### src/rtl/xc_aesmix.sv
// AES MixColumns / InvMixColumns unit: one output byte per cycle over GF(2^8) mod 0x11B.
// Optional output byte rotation enabled by defining XC_AESMIX_ROT_EN (adds the rot port).
module xc_aesmix #(
  parameter logic [31:0] RESULT_RESET = 32'h0
) (
  input  logic        clock,
  input  logic        reset,
  input  logic        flush,
  input  logic [31:0] flush_data,
  input  logic        valid,
  input  logic [31:0] rs1,
  input  logic [31:0] rs2,
  input  logic        enc,
`ifdef XC_AESMIX_ROT_EN
  input  logic        rot,
`endif
  output logic        ready,
  output logic [31:0] result
);

  typedef enum logic [2:0] {StIdle, StS1, StS2, StS3, StDone} state_e;

  state_e      r_state;
  state_e      w_state_nxt;
  logic        w_wr;
  logic [1:0]  w_idx;
  logic [31:0] r_result;
  logic [7:0]  w_col [4];
  logic [7:0]  w_a   [4];
  logic [7:0]  w_x2  [4];
  logic [7:0]  w_x4  [4];
  logic [7:0]  w_x8  [4];
  logic [7:0]  w_fwd;
  logic [7:0]  w_inv;
  logic [7:0]  w_byte;

  function automatic logic [7:0] xtime(input logic [7:0] b);
    return {b[6:0], 1'b0} ^ (b[7] ? 8'h1b : 8'h00);
  endfunction

  // Output byte index equals the state position in the S0..S3 sequence.
  always_comb begin
    w_idx = 2'd0;
    unique case (r_state)
      StS1:    w_idx = 2'd1;
      StS2:    w_idx = 2'd2;
      StS3:    w_idx = 2'd3;
      default: w_idx = 2'd0;
    endcase
  end

  always_comb begin
    w_col[0] = rs1[7:0];
    w_col[1] = rs2[15:8];
    w_col[2] = rs1[23:16];
    w_col[3] = rs2[31:24];
    for (int k = 0; k < 4; k++) begin
      w_a[k]  = w_col[w_idx + 2'(k)];
      w_x2[k] = xtime(w_a[k]);
      w_x4[k] = xtime(w_x2[k]);
      w_x8[k] = xtime(w_x4[k]);
    end
    w_fwd  = w_x2[0] ^ (w_x2[1] ^ w_a[1]) ^ w_a[2] ^ w_a[3];
    w_inv  = (w_x8[0] ^ w_x4[0] ^ w_x2[0]) ^ (w_x8[1] ^ w_x2[1] ^ w_a[1])
           ^ (w_x8[2] ^ w_x4[2] ^ w_a[2]) ^ (w_x8[3] ^ w_a[3]);
    w_byte = enc ? w_fwd : w_inv;
  end

  always_comb begin
    w_state_nxt = r_state;
    w_wr        = 1'b0;
    if (flush) begin
      w_state_nxt = StIdle;
    end else begin
      unique case (r_state)
        StIdle: if (valid) begin
          w_wr        = 1'b1;
          w_state_nxt = StS1;
        end
        StS1: begin
          w_wr        = valid;
          w_state_nxt = valid ? StS2 : StIdle;
        end
        StS2: begin
          w_wr        = valid;
          w_state_nxt = valid ? StS3 : StIdle;
        end
        StS3: begin
          w_wr        = valid;
          w_state_nxt = valid ? StDone : StIdle;
        end
        default: w_state_nxt = StIdle;
      endcase
    end
  end

  always_ff @(posedge clock or posedge reset) begin
    if (reset) begin
      r_state  <= StIdle;
      r_result <= RESULT_RESET;
    end else begin
      r_state <= w_state_nxt;
      if (flush) begin
        r_result <= flush_data;
      end else if (w_wr) begin
        r_result[{w_idx, 3'b000} +: 8] <= w_byte;
      end
    end
  end

  assign ready = (r_state == StDone);

`ifdef XC_AESMIX_ROT_EN
  assign result = rot ? {r_result[23:0], r_result[31:24]} : r_result;
`else
  assign result = r_result;
`endif

endmodule

### config.mk
export PLATFORM = sky130hd
export DESIGN_NAME = xc_aesmix
export DESIGN_NICKNAME = d
export VERILOG_FILES = /design/src/rtl/xc_aesmix.sv
export SDC_FILE = /design/constraint.sdc
export NUM_CORES = 1
export LEC_CHECK = 0
export CAP_MARGIN = 30
export CORE_ASPECT_RATIO = 1.2
export CORE_MARGIN = 4
export CORE_UTILIZATION = 50
export CTS_CLUSTER_SIZE = 14
export DETAILED_ROUTE_END_ITERATION = 10
export GPL_ROUTABILITY_DRIVEN = 0
export PLACE_DENSITY_LB_ADDON = 0.05
export SETUP_SLACK_MARGIN = 0.05
export SLEW_MARGIN = 20
export SYNTH_ARGS = -nofsm -noshare
export SYNTH_HDL_FRONTEND = slang
export SYNTH_SLANG_ARGS = --single-unit
### constraint.sdc
create_clock -name clock -period 5.5 [get_ports clock]
set_input_delay 0.55 -clock clock [delete_from_list [all_inputs] [get_ports clock]]
set_output_delay 0.55 -clock clock [all_outputs]
set_load 0.1 [all_outputs]
A small window of the routed layout:
Window x 28 to 58, y 36 to 66 um. Cells in grey, sequential cells in the stronger grey; small squares are vias.
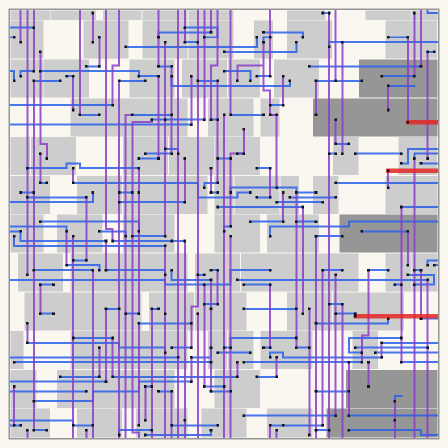
blue -> M1
red -> M3
purple -> M2
netlist names of flops here include = `result` (5)
cells with their middle in the window = 64
most frequent = xnor2_1 (24), xor2_1 (7), xnor3_1 (6)
sequential cells in the window = 5

Routed metal, one colour a layer:
(4 px per um) Only two layers are drawn.
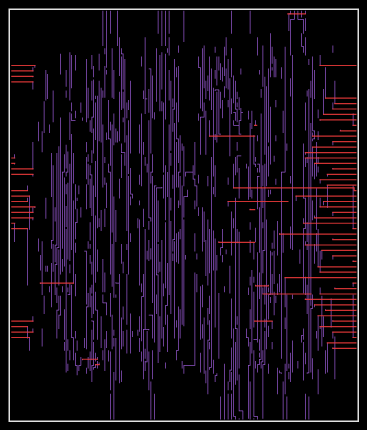
red -> M3  # wire length 569 um
purple -> M2  # wire length 4830 um
vias: 2968
All-Layer GR Usage: 0.2106
drt total wl: 9356 um
drt wl/cell: 18.03 um

==> changes_impl.md <==
### Changed

* Outcome: completed
* Synth warnings at 0
* DP HPWL at 7468 um
* Core area at 7274 um2
* Dominant register cell: dfrtp_1
* Combinational share of power at 0.664
* H-tree depth at 2
* Layout cells sized above 1 at 0.1072
* Critical path data arrival time at 4.10 ns
* Clk pwr share at 0.123
* Fp util at 0.5127
* Post-layout period usage at 0.7190
* Power per cell area at 293.6 nW/um2
* Placement Rows at 34
* Root Buffer: clkbuf_8
* CP startpoint kind: flop
* Cts bufs inserted at 5
* CTS tree: built
* Switching Fraction at 0.4625
* Syn Nets at 448
* Post-synthesis chip area from yosys at 3730 um2
* Vias in the first global route at 2983
* Slew HR at 0.3357
* Tool warnings at 60
* Yosys cell types at 43
* Slowest cell on crit path: ha_1
* Flip-flops with a built-in enable at 0
* Post-Place Cells at 511
* Post-Synthesis Cells at 344
* IO Pins at 134
* Worst-path cell chain: nand2b_1, buf_4, ha_1, mux4_2, xnor2_1, xnor3_1, xnor3_1, o21ai_1, o21ai_0
* Final setup TNS at 0 ns
* Max Cap Viol at 0
* Seq pwr share at 0.213
* Final net count at 532
* CTS max path bufs at 2
* Drt drc at 0
* P&R area growth vs syn at 29.59%
* Fillers at 605
* Post-synth regs at 35
* Worst Hold Class: flop to flop
* CP max FO at 11
* Largest net degree at the start of global routing at 42
* Critical path type: flop to flop
* Vias per cell at 5.719
* Hold buffers post-CTS at 0
* Setup Viol. Count Final at 0
* Postcts setup bufs at 0
* Clk_skew at 0.001544 ns
* # diodes at 0
* Slew Viols, Final at 0
* Crit path top cell by count: xnor3_1
* Peak supply drop at 0.1701 mV
* Die Height at 102.6 um
Gate families picked out:
(4 px per um)
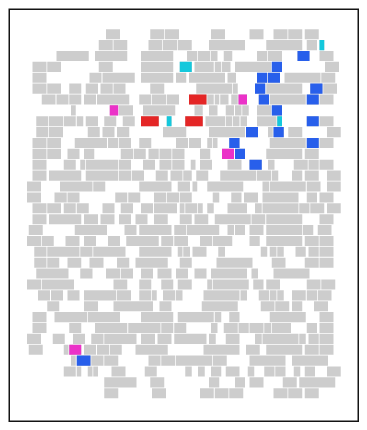
magenta -> and/or cells  # cells 4
red -> fa/ha/maj cells  # cells 3, most used ha_1
blue -> non-inverting ao/oa cells  # cells 17, where upper right
cyan -> inv cells  # cells 4, most used inv_1
logic share of the area: 0.5591
Final Instance Count excl. Fillers: 519
Top cell excl fill/tap: clkdlybuf4s50_1

Cell outlines without signal wires:
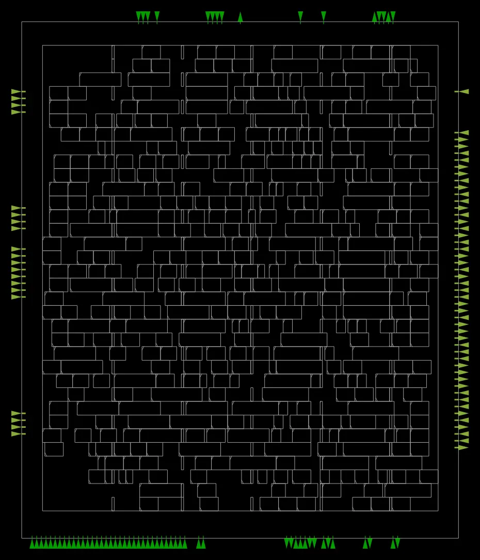
seq_cells: 35
TAP cells: 90
Core Util, Final: 0.6644

[worst paths after layout]
path	start	to	slack, ns	cells past startpoint
worst max-delay path	r_state[2]	result[11]	1.55	9
worst min-delay path	result[28]	result[28]	0.50	2
worst max register to register	r_state[2]	result[11]	1.55	9
worst min register to register	result[28]	result[28]	0.50	2
max in group asynchronous	reset	result[6]	4.54	3
min in group asynchronous	reset	result[26]	0.66	3
[final cells by class]
type	count	area, um2	share of cell area
clock inverter	1	5.005	0.001035
tap	90	112.6	0.02330
multi-input combinational	277	2703	0.5591
sequential	35	875.8	0.1812
clock buffer	7	76.32	0.01579
inverter	4	20.02	0.004142
timing repair buffer	105	1041	0.2154
[cells in the mapped netlist (all sizes together), types with 8 or more instances]
cell type	number	area share
o21ai	28	0.039
dfrtp	35	0.23
nor2	10	0.011
buf	14	0.023
xnor2	67	0.16
mux2i	27	0.072
nand2	8	0.0081
a22o	8	0.019
xor2	31	0.075
a21o	8	0.016
clkbuf	14	0.014
a22oi	24	0.048
mux4	28	0.17
[metal layers]
metal,share of wire,GRT usage,up-vias
met5,0,0,-
met2,0.52,0.4004,85
met4,0.010,0.04796,0
met3,0.061,0.02158,7
li1,-,-,1430
met1,0.41,0.2540,1446
[registers in the layout (all words and copies together) (netlist names)]
signal   cells
r_state      3
result      32
[cell families after synthesis]
group	synth area share
xor+xnor	0.2815
mux	0.2415
simple gates	0.04932
flops	0.2348
buf+inv	0.04260
fa+ha+maj	0.01006
compound gates	0.1402
[through the flow]
| step | worst slack [ns] | hold slack, ns | power, W |
|---|---|---|---|
| after floorplan | 1.998 | 0.5629 | 0.001025 |
| final | 1.546 | 0.5034 | 0.001419 |
| after detailed placement | 1.553 | 0.4905 | 0.001256 |
| after global placement | 1.578 | 0.4852 | 0.001245 |
| after CTS | 1.507 | 0.5046 | 0.001431 |
| after global routing | 1.344 | 0.5208 | 0.001491 |
[worst max-delay path, delay by kind of cell (launching register included)]
family	cells	cell delay, ns
mux	1	0.42
compound gates	2	0.50
buf+inv	1	0.30
simple gates	1	0.36
flops	1	0.44
xor+xnor	3	1.19
fa+ha+maj	1	0.62
[power by group through the flow]
| stage | clock network, W | logic [W] | registers [W] |
|---|---|---|---|
| floorplan | 0 | 0.000513 | 0.000513 |
| global placement | 0 | 0.000941 | 0.000304 |
| detailed placement | 0 | 0.000949 | 0.000306 |
| CTS | 0.000177 | 0.000952 | 0.000302 |
| global route | 0.000183 | 0.00100 | 0.000306 |
| finish | 0.000174 | 0.000943 | 0.000302 |
No activity file was given, so power comes from the tool's default toggle rates.
